[src/rtl/basics_pkg.sv]
// basics_pkg
// Shared definitions for the basics request/response protocol, used by
// both the master and the responder side: request opcodes, parameter
// selectors, response codes, the command type encoding and the master
// state encoding.
package basics_pkg;

  // Request address bytes (opcodes)
  localparam logic [7:0] OP_VER   = 8'h76;
  localparam logic [7:0] OP_QUERY = 8'h49;
  localparam logic [7:0] OP_SET   = 8'h69;

  // I2C parameter selectors
  localparam logic [7:0] SEL_SPEED = 8'h63;
  localparam logic [7:0] SEL_ADDR  = 8'h61;

  // Response codes; anything other than ACK is treated as a NAK
  localparam logic [7:0] CODE_ACK = 8'h00;
  localparam logic [7:0] CODE_NAK = 8'h01;

  // Longest request frame is SET_I2C address: 6 bytes
  localparam int MAX_FRAME_BYTES = 6;

  typedef enum logic [1:0] {
    CMD_VER   = 2'd0,
    CMD_QUERY = 2'd1,
    CMD_SET   = 2'd2,
    CMD_RSVD  = 2'd3
  } cmd_e;

  typedef enum logic [2:0] {
    ST_IDLE      = 3'd0,
    ST_SEND      = 3'd1,
    ST_WAIT_ACK  = 3'd2,
    ST_WAIT_DATA = 3'd3,
    ST_FINISH    = 3'd4
  } state_e;

endpackage

[src/rtl/basics_frame_tx.sv]
// basics_frame_tx
// Serializes a request frame of up to MAX_FRAME_BYTES bytes onto a
// valid/ready byte stream with a frame envelope.
// Ports:
//   clk, rst      clock and asynchronous active-high reset
//   start_i       load bytes_i/len_i and begin sending (ignored while busy)
//   bytes_i       byte list, element 0 is sent first
//   len_i         number of bytes to send (1..MAX_FRAME_BYTES)
//   data_o        current byte, held until accepted
//   valid_o       data_o valid this cycle
//   frame_o       frame envelope, high from first byte through last transfer
//   ready_i       sink accepts data_o this cycle
//   last_o        the final byte transfers this cycle
module basics_frame_tx
  import basics_pkg::*;
(
  input  logic                            clk,
  input  logic                            rst,
  input  logic                            start_i,
  input  logic [MAX_FRAME_BYTES-1:0][7:0] bytes_i,
  input  logic [2:0]                      len_i,
  output logic [7:0]                      data_o,
  output logic                            valid_o,
  output logic                            frame_o,
  input  logic                            ready_i,
  output logic                            last_o
);

  logic [MAX_FRAME_BYTES-1:0][7:0] buf_q, buf_d;
  logic [2:0]                      len_q, len_d;
  logic [2:0]                      idx_q, idx_d;
  logic                            busy_q, busy_d;

  // Envelope and valid are both just "busy", so the envelope drops the
  // cycle after the last handshake clears busy.
  assign valid_o = busy_q;
  assign frame_o = busy_q;
  assign data_o  = busy_q ? buf_q[idx_q] : 8'h00;
  assign last_o  = busy_q && ready_i && (idx_q == len_q - 3'd1);

  // Next-state: load on start, advance the byte index on each handshake,
  // and release the frame after the final byte.
  always_comb begin
    buf_d  = buf_q;
    len_d  = len_q;
    idx_d  = idx_q;
    busy_d = busy_q;
    if (start_i && !busy_q) begin
      buf_d  = bytes_i;
      len_d  = len_i;
      idx_d  = 3'd0;
      busy_d = 1'b1;
    end else if (last_o) begin
      idx_d  = 3'd0;
      busy_d = 1'b0;
    end else if (valid_o && ready_i) begin
      idx_d = idx_q + 3'd1;
    end
  end

  always_ff @(posedge clk or posedge rst) begin
    if (rst) begin
      buf_q  <= '0;
      len_q  <= 3'd0;
      idx_q  <= 3'd0;
      busy_q <= 1'b0;
    end else begin
      buf_q  <= buf_d;
      len_q  <= len_d;
      idx_q  <= idx_d;
      busy_q <= busy_d;
    end
  end

endmodule

[src/rtl/basics_master.sv]
// basics_master
// Issues VER / QUERY_I2C / SET_I2C request frames, then parses the
// ACK/NAK response frame and an optional follow-up data frame.
// Ports:
//   clk, rst                  clock and asynchronous active-high reset
//   cmd_start/type/sel/wdata  command request (ignored while cmd_busy)
//   cmd_busy                  command in progress
//   ma_data/_valid/_frame_valid, ma_ready   request byte stream
//   rs_data/_valid/_frame_valid             response byte stream
//   done                      one-cycle completion pulse
//   ack, nak, timeout         status of the last command
//   rdata                     returned version or parameter value
//   eid                       exchange id of the current/last request
module basics_master
  import basics_pkg::*;
#(
  parameter logic [7:0]  VERSION_MAJOR  = 8'h00,
  parameter logic [7:0]  VERSION_MINOR  = 8'h01,
  parameter logic [15:0] TIMEOUT_CYCLES = 16'd4096
) (
  input  logic        clk,
  input  logic        rst,
  input  logic        cmd_start,
  input  logic [1:0]  cmd_type,
  input  logic        cmd_sel,
  input  logic [15:0] cmd_wdata,
  output logic        cmd_busy,
  output logic [7:0]  ma_data,
  output logic        ma_data_valid,
  output logic        ma_frame_valid,
  input  logic        ma_ready,
  input  logic [7:0]  rs_data,
  input  logic        rs_data_valid,
  input  logic        rs_frame_valid,
  output logic        done,
  output logic        ack,
  output logic        nak,
  output logic        timeout,
  output logic [15:0] rdata,
  output logic [7:0]  eid
);

  state_e      state_q, state_d;
  cmd_e        type_q, type_d;
  logic        sel_q, sel_d;
  logic [7:0]  eid_q, eid_d;
  logic        ack_q, ack_d, nak_q, nak_d, to_q, to_d;
  logic [15:0] rdata_q, rdata_d;
  logic [7:0]  code_q, code_d;
  logic        match_q, match_d;
  logic [1:0]  exp_q, exp_d;
  logic [15:0] cnt_q, cnt_d;
  logic        rsPrev_q, rsOpen_q;
  logic [2:0]  rsCnt_q;

  logic                            txStart, txLast;
  logic [MAX_FRAME_BYTES-1:0][7:0] txBytes;
  logic [2:0]                      txLen;
  logic [7:0]                      nextEid;
  logic                            listening, rsOpenNow, rsByte, rsEnd, timeoutHit;

  assign nextEid = eid_q + 8'd1;

  // A response frame only counts if its envelope rose while we were
  // listening; a frame already in flight on entry is skipped entirely.
  assign listening  = (state_q == ST_WAIT_ACK) || (state_q == ST_WAIT_DATA);
  assign rsOpenNow  = listening && rs_frame_valid && (rsOpen_q || !rsPrev_q);
  assign rsByte     = rsOpenNow && rs_data_valid;
  assign rsEnd      = listening && rsOpen_q && !rs_frame_valid;
  assign timeoutHit = (cnt_q == TIMEOUT_CYCLES - 16'd1);

  // Build the request frame straight from the command inputs so the
  // serializer can load it on the same edge the command is accepted.
  always_comb begin
    txBytes = '0;
    txLen   = 3'd0;
    txBytes[1] = nextEid;
    case (cmd_type)
      CMD_VER: begin
        txBytes[0] = OP_VER;
        txBytes[2] = 8'h02;
        txBytes[3] = VERSION_MAJOR;
        txBytes[4] = VERSION_MINOR;
        txLen      = 3'd5;
      end
      CMD_QUERY: begin
        txBytes[0] = OP_QUERY;
        txBytes[2] = 8'h01;
        txBytes[3] = cmd_sel ? SEL_ADDR : SEL_SPEED;
        txLen      = 3'd4;
      end
      CMD_SET: begin
        txBytes[0] = OP_SET;
        if (cmd_sel) begin
          txBytes[2] = 8'h03;
          txBytes[3] = SEL_ADDR;
          txBytes[4] = cmd_wdata[15:8];
          txBytes[5] = cmd_wdata[7:0];
          txLen      = 3'd6;
        end else begin
          txBytes[2] = 8'h02;
          txBytes[3] = SEL_SPEED;
          txBytes[4] = cmd_wdata[7:0];
          txLen      = 3'd5;
        end
      end
      default: ;
    endcase
  end

  basics_frame_tx u_tx (
    .clk     (clk),
    .rst     (rst),
    .start_i (txStart),
    .bytes_i (txBytes),
    .len_i   (txLen),
    .data_o  (ma_data),
    .valid_o (ma_data_valid),
    .frame_o (ma_frame_valid),
    .ready_i (ma_ready),
    .last_o  (txLast)
  );

  // Command FSM: accept, send, collect the ACK/NAK frame, optionally a
  // data frame, then pulse done from FINISH.
  always_comb begin
    state_d = state_q;
    type_d  = type_q;
    sel_d   = sel_q;
    eid_d   = eid_q;
    ack_d   = ack_q;
    nak_d   = nak_q;
    to_d    = to_q;
    rdata_d = rdata_q;
    code_d  = code_q;
    match_d = match_q;
    exp_d   = exp_q;
    txStart = 1'b0;
    case (state_q)
      ST_IDLE: begin
        if (cmd_start) begin
          type_d  = cmd_e'(cmd_type);
          sel_d   = cmd_sel;
          eid_d   = nextEid;
          ack_d   = 1'b0;
          nak_d   = 1'b0;
          to_d    = 1'b0;
          rdata_d = 16'h0000;
          if (cmd_e'(cmd_type) == CMD_RSVD) begin
            nak_d   = 1'b1;
            state_d = ST_FINISH;
          end else begin
            txStart = 1'b1;
            state_d = ST_SEND;
          end
        end
      end
      ST_SEND: begin
        if (txLast) state_d = ST_WAIT_ACK;
      end
      ST_WAIT_ACK: begin
        if (rsByte) begin
          if (rsCnt_q == 3'd0)      code_d  = rs_data;
          else if (rsCnt_q == 3'd1) match_d = (rs_data == eid_q);
        end
        // Frames with a wrong eid (or too short to carry one) are dropped
        // and the timeout keeps running from state entry.
        if (rsEnd && (rsCnt_q >= 3'd2) && match_q) begin
          ack_d   = (code_q == CODE_ACK);
          nak_d   = (code_q != CODE_ACK);
          state_d = ST_FINISH;
          if (type_q == CMD_VER) begin
            if (code_q == CODE_ACK) begin
              rdata_d = {VERSION_MAJOR, VERSION_MINOR};
            end else begin
              exp_d   = 2'd2;
              state_d = ST_WAIT_DATA;
            end
          end else if ((type_q == CMD_QUERY) && (code_q == CODE_ACK)) begin
            exp_d   = sel_q ? 2'd2 : 2'd1;
            state_d = ST_WAIT_DATA;
          end
        end else if (timeoutHit) begin
          to_d    = 1'b1;
          state_d = ST_FINISH;
        end
      end
      ST_WAIT_DATA: begin
        // Byte 0 is the length; payload is little-endian, extras dropped.
        if (rsByte) begin
          if (rsCnt_q == 3'd1)                          rdata_d[7:0]  = rs_data;
          else if ((rsCnt_q == 3'd2) && (exp_q == 2'd2)) rdata_d[15:8] = rs_data;
        end
        if (rsEnd) begin
          state_d = ST_FINISH;
        end else if (timeoutHit) begin
          to_d    = 1'b1;
          state_d = ST_FINISH;
        end
      end
      ST_FINISH: state_d = ST_IDLE;
      default:   state_d = ST_IDLE;
    endcase
  end

  // The wait counter restarts whenever the state changes.
  assign cnt_d = (state_d != state_q) ? 16'd0 : cnt_q + 16'd1;

  always_ff @(posedge clk or posedge rst) begin
    if (rst) begin
      state_q  <= ST_IDLE;
      type_q   <= CMD_VER;
      sel_q    <= 1'b0;
      eid_q    <= 8'h00;
      ack_q    <= 1'b0;
      nak_q    <= 1'b0;
      to_q     <= 1'b0;
      rdata_q  <= 16'h0000;
      code_q   <= 8'h00;
      match_q  <= 1'b0;
      exp_q    <= 2'd0;
      cnt_q    <= 16'd0;
      rsPrev_q <= 1'b0;
      rsOpen_q <= 1'b0;
      rsCnt_q  <= 3'd0;
    end else begin
      state_q  <= state_d;
      type_q   <= type_d;
      sel_q    <= sel_d;
      eid_q    <= eid_d;
      ack_q    <= ack_d;
      nak_q    <= nak_d;
      to_q     <= to_d;
      rdata_q  <= rdata_d;
      code_q   <= code_d;
      match_q  <= match_d;
      exp_q    <= exp_d;
      cnt_q    <= cnt_d;
      rsPrev_q <= rs_frame_valid;
      rsOpen_q <= rsOpenNow;
      if (!rsOpenNow)                     rsCnt_q <= 3'd0;
      else if (rsByte && rsCnt_q != 3'd7) rsCnt_q <= rsCnt_q + 3'd1;
    end
  end

  assign cmd_busy = (state_q != ST_IDLE);
  assign done     = (state_q == ST_FINISH);
  assign ack      = ack_q;
  assign nak      = nak_q;
  assign timeout  = to_q;
  assign rdata    = rdata_q;
  assign eid      = eid_q;

endmodule
[config.mk]
export PLATFORM = sky130hd
export DESIGN_NAME = basics_master
export DESIGN_NICKNAME = d
export VERILOG_FILES = /design/src/rtl/basics_pkg.sv /design/src/rtl/basics_frame_tx.sv /design/src/rtl/basics_master.sv
export SDC_FILE = /design/constraint.sdc
export NUM_CORES = 1
export LEC_CHECK = 0
export CORE_MARGIN = 5
export CORE_UTILIZATION = 55
export CTS_CLUSTER_SIZE = 10
export DETAILED_ROUTE_END_ITERATION = 10
export GPL_TIMING_DRIVEN = 0
export HOLD_SLACK_MARGIN = 0.15
export PLACE_DENSITY_LB_ADDON = 0.1
export SLEW_MARGIN = 30
export SYNTH_ARGS = -nofsm -noshare
export SYNTH_HDL_FRONTEND = slang
export SYNTH_SLANG_ARGS = --single-unit
[constraint.sdc]
create_clock -name clk -period 3.93 [get_ports clk]
set_clock_uncertainty 0.2 [all_clocks]
set_input_delay 0.786 -clock clk [delete_from_list [all_inputs] [get_ports clk]]
set_output_delay 0.786 -clock clk [all_outputs]
set_load 0.01 [all_outputs]
Figure 1. Metal 1 (run 1).
The bar under the picture is 20 um long. Supply wires on this layer in gray.
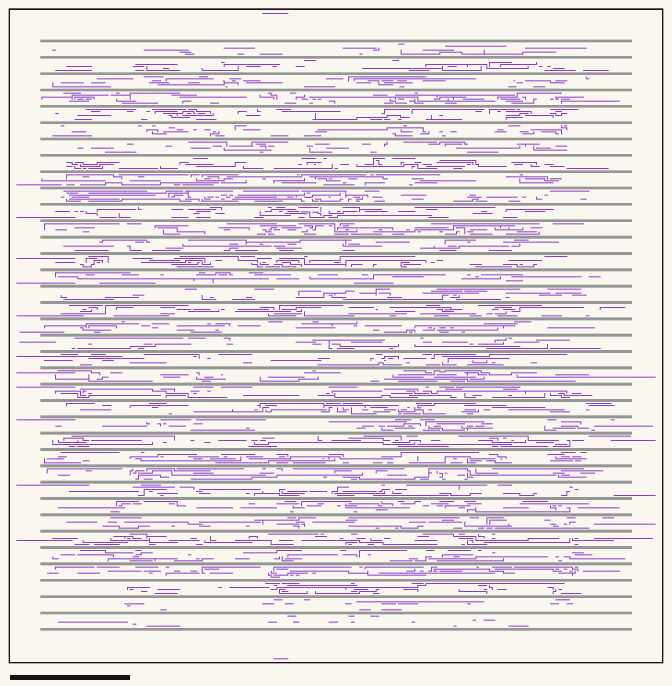
share of all routed wire: 46%
main direction: horizontal
longest straight run: 31.7 um

Figure 2. M2 wires (run 1).
Cells faint in the background.
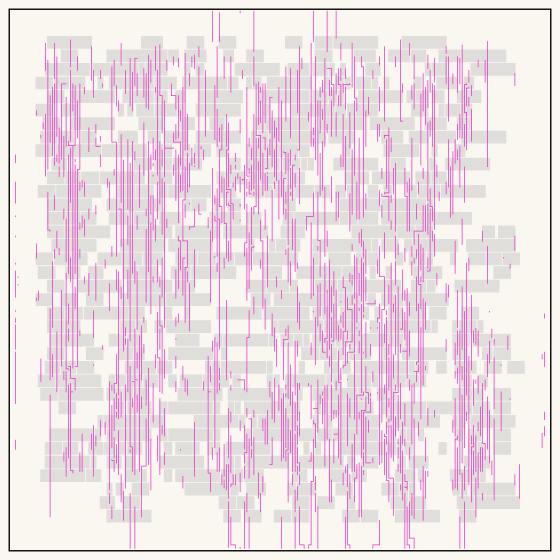
wire length on this layer: 5850 um
longest straight run: 44.7 um
nets with wire on the layer: 543
share of all routed wire: 47%
met2 usage: 35.7%
Post-Route WL: 12.4 mm
Vias: 4084

Figure 3. The metal 3 layer (run 1).
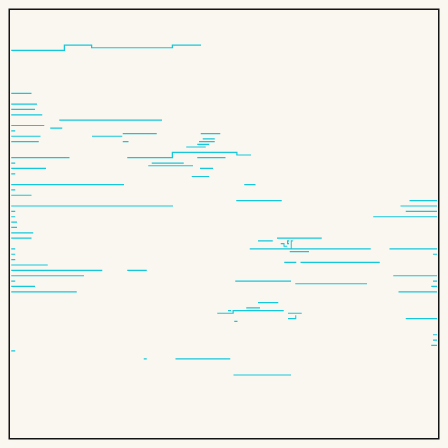
wire length on this layer: 686 um
main direction: horizontal
longest straight run: 40.7 um
share of all routed wire: 5.5%
met3 Usage GRT: 4.90%

[run 1: flip-flops by register name, indices dropped and copies added (netlist names), 2 cells and up]
register    flops
u_tx.len_q      3
type_q          2
exp_q           2
code_q          8
u_tx.buf_q     29
eid             8
u_tx.idx_q      3
rdata          16
state_q         3
cnt_q          16
rsCnt_q         3
[run 1: where the power goes]
part / switching [W] / internal (W) / leakage [nW]
logic: 0.000842 / 0.000741 / 1.43
clock network: 0.000357 / 0.000311 / 0.102
registers: 0.000223 / 0.00131 / 1.34
total: 0.00142 / 0.00236 / 2.87
[run 1: worst paths after layout]
check,to,slack (ns)
max,ma_data[1],0.47
min,u_tx.buf_q[43],0.27
max reg2reg,u_tx.buf_q[33],1.25
min reg2reg,u_tx.buf_q[43],0.27
max in group asynchronous,code_q[1],2.35
min in group asynchronous,u_tx.buf_q[40],0.58
==> qor.yml, run 1 <==
synth:
  yosys-stat-area_sq_um: 5340
  top_cell_area_share_pct: 47.4
  compound_area_share_pct: 9.10
  logic_family: "simple AND/OR/NAND/NOR gates"
  ys_cells: 507
  yosysUniqueCellTypes: 63
  mux_area_share_pct: 8.02
  yosysSeqAreaShare_pct: 47.4
  yosys_warnings: 0
  simple_gate_area_share_pct: 21.2
  top_area_cell: "dfrtp_1"
  yosysMostFrequentCell: "dfrtp_1"
  synth_xor_xnor_area_share_pct: 6.68
  synth.avg_cell_area_sq_um: 10.5
  synthFlopType: "dfrtp_1"
  syn-instance-count: 507
  synthAdderAreaFrac_pct: 3.28
clock_network:
  cts_root_buffer: "clkbuf_8"
  cts-htree-levels: 3
  clk_pin_slew_ns: 0.09
  cts_tree: "built"
  max-clock-path-buffers: 2
  clkSinkCount: 101
  cts_hold_buf: 0
  post_cts_resized: 0
worst_setup_path:
  reg2reg_depth: 7
  slowest_delay_ns: 0.53
  worstPathArrival_ns: 2.48
  startpoint: "u_tx.idx_q[0]"
  critPathBufInv: 3
cells_and_area:
  stdcell_count: 728
  flops: 101
  fillCellCount: 790
  largest_class: "combinational gates"
  seq_area_sq_um: 2530
  postLayoutCellArea_sq_um: 6450
  n_clock_buffer: 10
  comb_area_share_pct: 40.0
  seq_area_share_pct: 39.2
  clk_share_pct: 3.08
  n_all_inverters: 19
  drive_gt1_share_pct: 13.6
  bufAreaShareNonClock_pct: 14.0
flow_run:
  warnings: 33
timing:
  min_period_ns: 3.46
  slew_viol_final: 0
  worst_pin_slew_ns: 0.822
  timing.fmax_mhz: 289
  hold_viol: 0
  max_slew_margin_pct: 44.8
  setup_violations: 0
  finalClockPeriodUsage_pct: 88.1
  tns_ns: 0
drt:
  met3_wirelength_um: 686
  ant_nets: 0
  drtIter0Drc: 154
  drtPass1Iterations: 5
  avgRoutedWirePerCell_um: 17.1
status:
  status: "finished clean"
placed_design:
  hpwl_mm: 9.07
  io_buffers: 71
floorplan:
  core_sq_um: 9640
  die_area_sq_um: 11800
  core.rowCount: 36
  nWellTaps: 133
  initCoreUtil_pct: 55.4
  die_h_um: 109
min_path:
  worstHoldPathCells: 2
pwr:
  power_density_nw_per_um2: 587
  power_w: 0.00378
global_routing:
  grt_pass1_vias: 4253
  grt_usage_pct: 22.6
Figure 4. Routing congestion map (run 1).
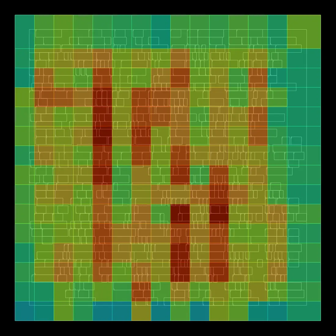

==> inputs of run 2 (changes only) <==
Settings changed: CELL_PAD_IN_SITES_DETAIL_PLACEMENT set to 0, CELL_PAD_IN_SITES_GLOBAL_PLACEMENT set to 1, CORE_UTILIZATION 55 to 43.
Figure 5. Routing congestion map (run 2).
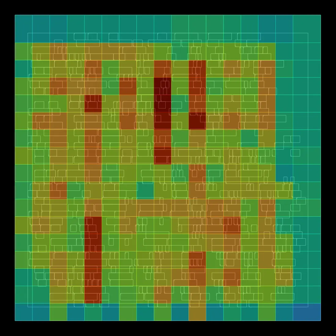
WL/cell: 16.9 um
GRT Overall Usage: 18.8%

Figure 6. Cell classes on the final placement (run 2).
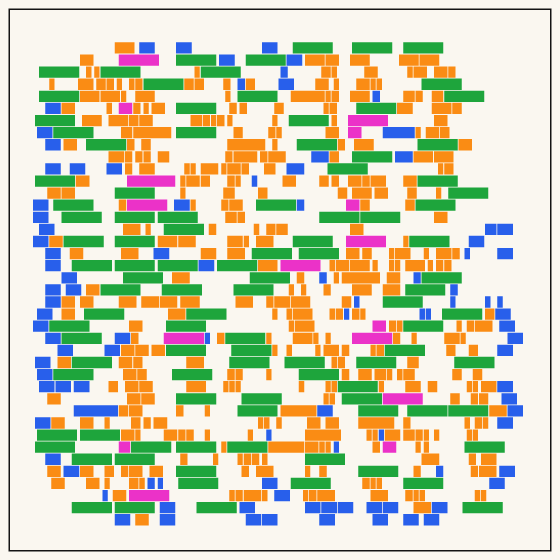
| class | color | cells | share of their area |
|---|---|---|---|
| flip-flops | green | 101 | 40% |
| clock drivers and dummy loads | magenta | 16 | 4.8% |
| other buffers and delay cells | blue | 101 | 14% |
| all other logic | orange | 377 | 42% |

==> run 2 against run 1 <==
- sequential power is essentially flat
- total power is 6.5% higher
- register-to-register slack lost 0.03 ns
- setup slack better by 0.0059 ns
- hold slack lost 0.0032 ns
- critical path depth is the same
- flip-flop count did not move
==> qor.yml, run 2 <==
clock_network:
  clkSinkCount: 101  # unchanged
  max-clock-path-buffers: 2  # unchanged
  post_cts_resized: 0  # unchanged
  post_cts_buffers: 0
  cts-htree-levels: 3  # unchanged
  cts_root_buffer: "clkbuf_16"
  cts_hold_buf: 0  # unchanged
  clk_pin_slew_ns: 0.07  # -0.02 ns
  cts_tree: "built"
worst_setup_path:
  rr_endpoint: "u_tx.buf_q[35]"
  critPathCapture: "ma_data[5]"
  startpoint: "u_tx.idx_q[0]"
  rr_startpoint: "state_q[2]"
  critPathBufInv: 3  # unchanged
  r2r_setup_slack_ns: 1.22  # -0.03 ns
  cp-end-kind: "output pin"
  worstPathArrival_ns: 2.47  # about the same
  crit_chain: "buf_2 > buf_1 > mux2i_1 > o22ai_1 > and2_1 > clkdlybuf4s50_1"
  reg2reg_depth: 7  # unchanged
synth:
  synth_xor_xnor_area_share_pct: 6.68  # unchanged
  mux_area_share_pct: 8.02  # unchanged
  ys_cells: 507  # unchanged
  logic_family: "simple AND/OR/NAND/NOR gates"
  syn-instance-count: 507  # unchanged
  yosys_warnings: 0  # unchanged
  synthAdderAreaFrac_pct: 3.28  # unchanged
  synthFlopType: "dfrtp_1"
  synth.avg_cell_area_sq_um: 10.5  # unchanged
  simple_gate_area_share_pct: 21.2  # unchanged
  compound_area_share_pct: 9.10  # unchanged
  yosysUniqueCellTypes: 63  # unchanged
  top_area_cell: "dfrtp_1"
  yosys-stat-area_sq_um: 5340  # unchanged
  yosysMostFrequentCell: "dfrtp_1"
  top_cell_area_share_pct: 47.4  # unchanged
  yosysSeqAreaShare_pct: 47.4  # unchanged
timing:
  min_period_ns: 3.46  # -0.00592 ns
  tns_ns: 0  # unchanged
  slew_viol_final: 0  # unchanged
  worst_pin_slew_ns: 0.799  # -0.0230 ns
  hold_viol: 0  # unchanged
  max_slew_margin_pct: 46.3  # +1.5 points
  finalClockPeriodUsage_pct: 88.0  # -0.15 points
  setup_violations: 0  # unchanged
  timing.fmax_mhz: 289  # +0.17%
cells_and_area:
  comb_area_share_pct: 39.1  # -0.92 points
  lay_top_count: "dfrtp_1"
  clk_share_pct: 4.64  # +1.6 points
  bufAreaShareNonClock_pct: 13.6  # -0.32 points
  regMostFlops: "u_tx.buf_q"
  n_all_inverters: 19  # unchanged
  largest_class: "combinational gates"
  nNetsFinal: 637
  largest_reg_flops: 29  # unchanged
  flops: 101  # unchanged
  n_clock_buffer: 9  # -1
  postLayoutCellArea_sq_um: 6600  # +2.3%
  fillCellCount: 1145  # +45%
  seq_area_share_pct: 38.3  # -0.90 points
  seq_area_sq_um: 2530  # unchanged
  drive_gt1_share_pct: 13.6  # unchanged
drt:
  ant_nets: 0  # unchanged
  vias: 4006  # -1.9%
  drtIter0Drc: 175  # +14%
  drtPass1Iterations: 4  # -1
placed_design:
  hpwl_mm: 9.38  # +3.4%
  io_buffers: 71  # unchanged
floorplan:
  die_h_um: 121  # +12%
  initCoreUtil_pct: 44.1  # -11 points
  die_area_sq_um: 14700  # +25%
  nWellTaps: 168  # +26%
  core.rowCount: 40  # +11%
  core_sq_um: 12100  # +26%
global_routing:
  grt_pass1_vias: 4178  # -1.8%
status:
  status: "finished clean"
min_path:
  worstHoldPathCells: 2  # unchanged
  holdPathEnd: "u_tx.buf_q[47]"
pwr:
  power_density_nw_per_um2: 610  # +4.0%
flow_run:
  warnings: 33  # unchanged
Figure 7. M2 wires (run 2).
Cells faint in the background.
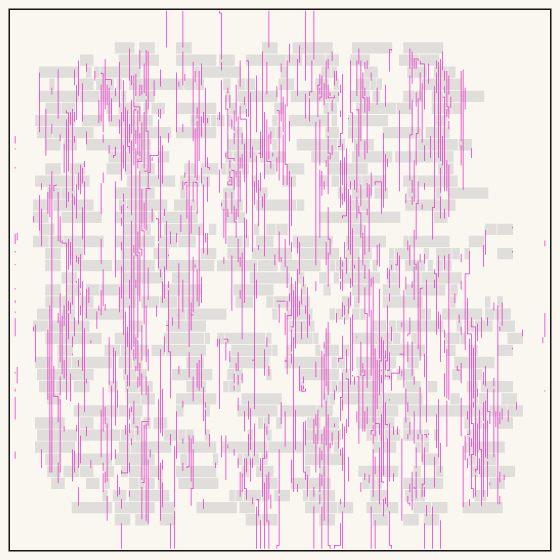
main direction: vertical
wire length on this layer: 5870 um
share of all routed wire: 45%

## run 2: stage by stage
step	setup WS [ns]	std cells	util (%)	total power [W]
after floorplan	0.297	507	-	0.00258
after CTS	0.429	763	54.5	0.00407
after detailed placement	0.431	747	51.9	0.00313
after global routing	0.240	763	54.5	0.00432
after global placement	-1.34	746	51.7	0.00310
final	0.473	763	54.5	0.00403
## run 2: per-layer routing
layer,up-vias,part of all wire (%),GRT usage (%)
met5,-,0,0
met4,0,1.2,5.25
met3,13,4.9,5.55
met2,80,45,28.4
met1,1955,48,26.2
li1,1958,-,-
## run 2: report_power, final
group          internal [W]  switching (W)  total (W)
Sequential          0.00131       0.000219    0.00153
Clock              0.000503       0.000417   0.000920
Combinational      0.000740       0.000840    0.00158
Total               0.00255        0.00148    0.00403
Figure 8. The metal 3 layer (run 2).
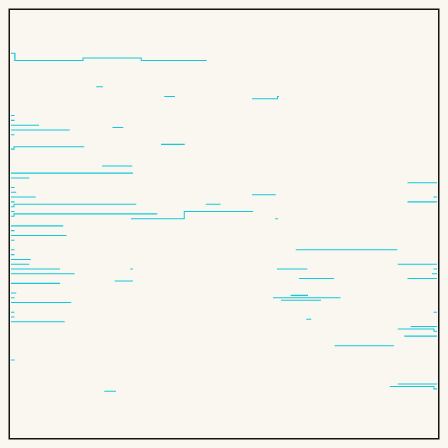

==> inputs of run 3 (changes only) <==
Settings changed: CORE_UTILIZATION 43 to 30, PLACE_DENSITY set to 0.62, PLACE_DENSITY_LB_ADDON 0.1 to unset.
Figure 9. The metal 3 layer (run 3).
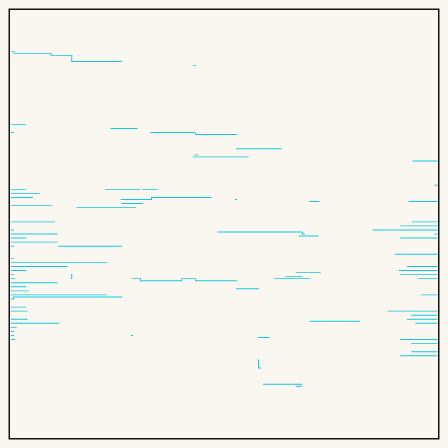
share of all routed wire: 6.3%
main direction: horizontal
wire length on this layer: 855 um
Vias: 4065
met3 Usage GRT: 4.03%
Post-Route WL: 13.6 mm

Figure 10. Routing congestion map (run 3).
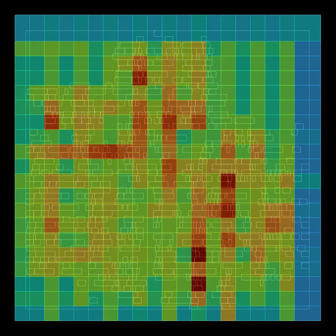
global routing's busiest layer: met2
GRT Overall Usage: 14.1%
post-layout util: 38.3%
WL/cell: 16.6 um

==> run 3 against run 2 <==
- flip-flop count is the same
- total power fell by 0.90%
- area after synthesis stayed put
- sequential share of layout area fell by 0.25 points
- core utilization shrank 16 points
- non-clock buffer count unchanged
==> qor.yml, run 3 <==
drt:
  met3_wirelength_um: 855  # +36%
  drtPass1Iterations: 4  # unchanged
  highest_layer: "met4"
  wl_met1_mm: 6.54  # +4.4%
  dr_wl_met2_mm: 6.03  # +2.7%
  viasPerCell: 4.96
  ant_nets: 0  # unchanged
  drtIter0Drc: 261  # +49%
synth:
  top_area_cell: "dfrtp_1"
  syn-instance-count: 507  # unchanged
  top_cells_by_count: "dfrtp_1 (101), nand2_1 (71), nand3_1 (30), nor2_1 (25), xnor2_1 (23)"
  yosys-stat-area_sq_um: 5340  # unchanged
  yosys_warnings: 0  # unchanged
  synth.avg_cell_area_sq_um: 10.5  # unchanged
  yosysMostFrequentCell: "dfrtp_1"
  yosysUniqueCellTypes: 63  # unchanged
  synthFlopType: "dfrtp_1"
  top_cell_area_share_pct: 47.4  # unchanged
  ys_ff: 101
  yosysSeqAreaShare_pct: 47.4  # unchanged
  ys_cells: 507  # unchanged
  synth-async-reset-ratio_pct: 100
placed_design:
  dpl_cell_area_sq_um: 6360
  place_worst_setup_slack_ns: 0.390  # -0.0415 ns
  io_buffers: 71  # unchanged
  place_inst: 804  # +7.6%
  hpwl_mm: 9.95  # +6.2%
pwr:
  power_w: 0.00399  # -0.90%
  ir_worst_vdd_mv: 0.256
  power_density_nw_per_um2: 601  # -1.5%
cells_and_area:
  seq_area_share_pct: 38.0  # -0.25 points
  largest_reg_flops: 29  # unchanged
  n_clock_buffer: 9  # unchanged
  synthToLayoutAreaGrowth_pct: 24.5
  lay_top_count: "dfrtp_1"
  drive_gt1_share_pct: 13.4  # -0.17 points
  bufAreaShareNonClock_pct: 13.6  # -0.087 points
  clk_share_pct: 4.26  # -0.39 points
  stdcell_count: 820  # +7.5%
  fillCellCount: 1674  # +46%
  flops: 101  # unchanged
  n_all_inverters: 19  # unchanged
  largest_class: "combinational gates"
  comb_area_share_pct: 38.8  # -0.33 points
  seq_area_sq_um: 2530  # unchanged
  regMostFlops: "u_tx.buf_q"
  postLayoutCellArea_sq_um: 6650  # +0.64%
  nNetsFinal: 637  # unchanged
floorplan:
  die_h_um: 143  # +18%
  initCoreUtil_pct: 30.8  # -13 points
  die_area_sq_um: 20600  # +39%
  nWellTaps: 225  # +34%
  core_sq_um: 17400  # +43%
  core.rowCount: 48  # +20%
worst_setup_path:
  reg2reg_depth: 7  # unchanged
  cp-end-kind: "output pin"
  worstPathArrival_ns: 2.53  # +0.06 ns
  crit_chain: "buf_2 > buf_1 > a22oi_1 > o22ai_1 > and2_1 > clkdlybuf4s50_1"
  critPathCapture: "ma_data[6]"
  critPathBufInv: 3  # unchanged
  r2r_setup_slack_ns: 1.16  # -0.06 ns
  startpoint: "u_tx.idx_q[0]"
  rr_startpoint: "state_q[2]"
  required_ns: 2.94
  critPathKind: "register to output pin"
  rr_endpoint: "u_tx.buf_q[33]"
  slowest_stage: "buf_1"
clock_network:
  max-clock-path-buffers: 2  # unchanged
  cts_tree: "built"
  clkLatencyLatePin_ns: 0.35
  post_cts_buffers: 0  # unchanged
  cts_root_buffer: "clkbuf_16"
  post_cts_resized: 0  # unchanged
  cts_hold_buf: 0  # unchanged
  numCtsBuffers: 9
  clk_pin_slew_ns: 0.08  # about the same
  clkSinkCount: 101  # unchanged
  cts-htree-levels: 3  # unchanged
flow_run:
  warnings: 33  # unchanged
  drv_cap: 0
min_path:
  holdPathEnd: "u_tx.buf_q[34]"
  hp-start: "u_tx.buf_q[34]"
  worstHoldPathCells: 2  # unchanged
timing:
  timing.fmax_mhz: 284  # -1.8%
  max_slew_margin_pct: 35.4  # -11 points
  worst_pin_slew_ns: 0.962  # +0.163 ns
  finalClockPeriodUsage_pct: 89.6  # +1.6 points
  min_period_ns: 3.52  # +0.0636 ns
  fin_ws_ns: 0.409  # -0.0636 ns
  tns_ns: 0  # unchanged
  setup_violations: 0  # unchanged
  hold_viol: 0  # unchanged
  slew_viol_final: 0  # unchanged
  rsz0062_at_grt: "false"
global_routing:
  use_met2_pct: 21.4  # -6.9 points
  grt_max_degree: 58
  grt_pass1_vias: 4358  # +4.3%
  use_met1_pct: 19.7  # -6.5 points
status:
  status: "finished clean"
Figure 11. M4 wires (run 3).
The bar under the picture is 50 um long. Supply wires on this layer in gray.
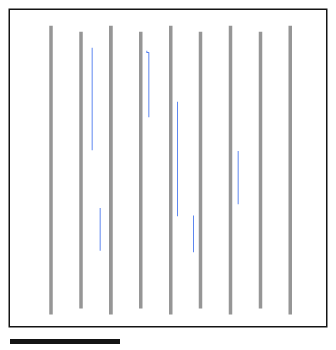
share of all routed wire: 1.4%
main direction: vertical

run 3: cell counts after synthesis:
No cell type changed its count.
run 3: power breakdown:
part	total, W	switching, W	internal [W]
Combinational	0.00159	0.000847	0.000741
Clock	0.000865	0.000425	0.000440
Sequential	0.00154	0.000229	0.00131
Total	0.00399	0.00150	0.00249
run 3: cells by family (layout without fill, tap and decap cells):
group	count (synthesis)	after routing	share of synthesized area [%]
and+or+nand+nor	200	200	21.2
DFF	101	101	47.4
AOI/OAI and AO/OA	70	70	9.10
buffers and inverters	48	136	4.38
xor gates and xnor gates	39	39	6.68
muxes	35	35	8.02
adders and majority gates	14	14	3.28
Power figures rest on the tool's default switching activity, not on a simulated workload.
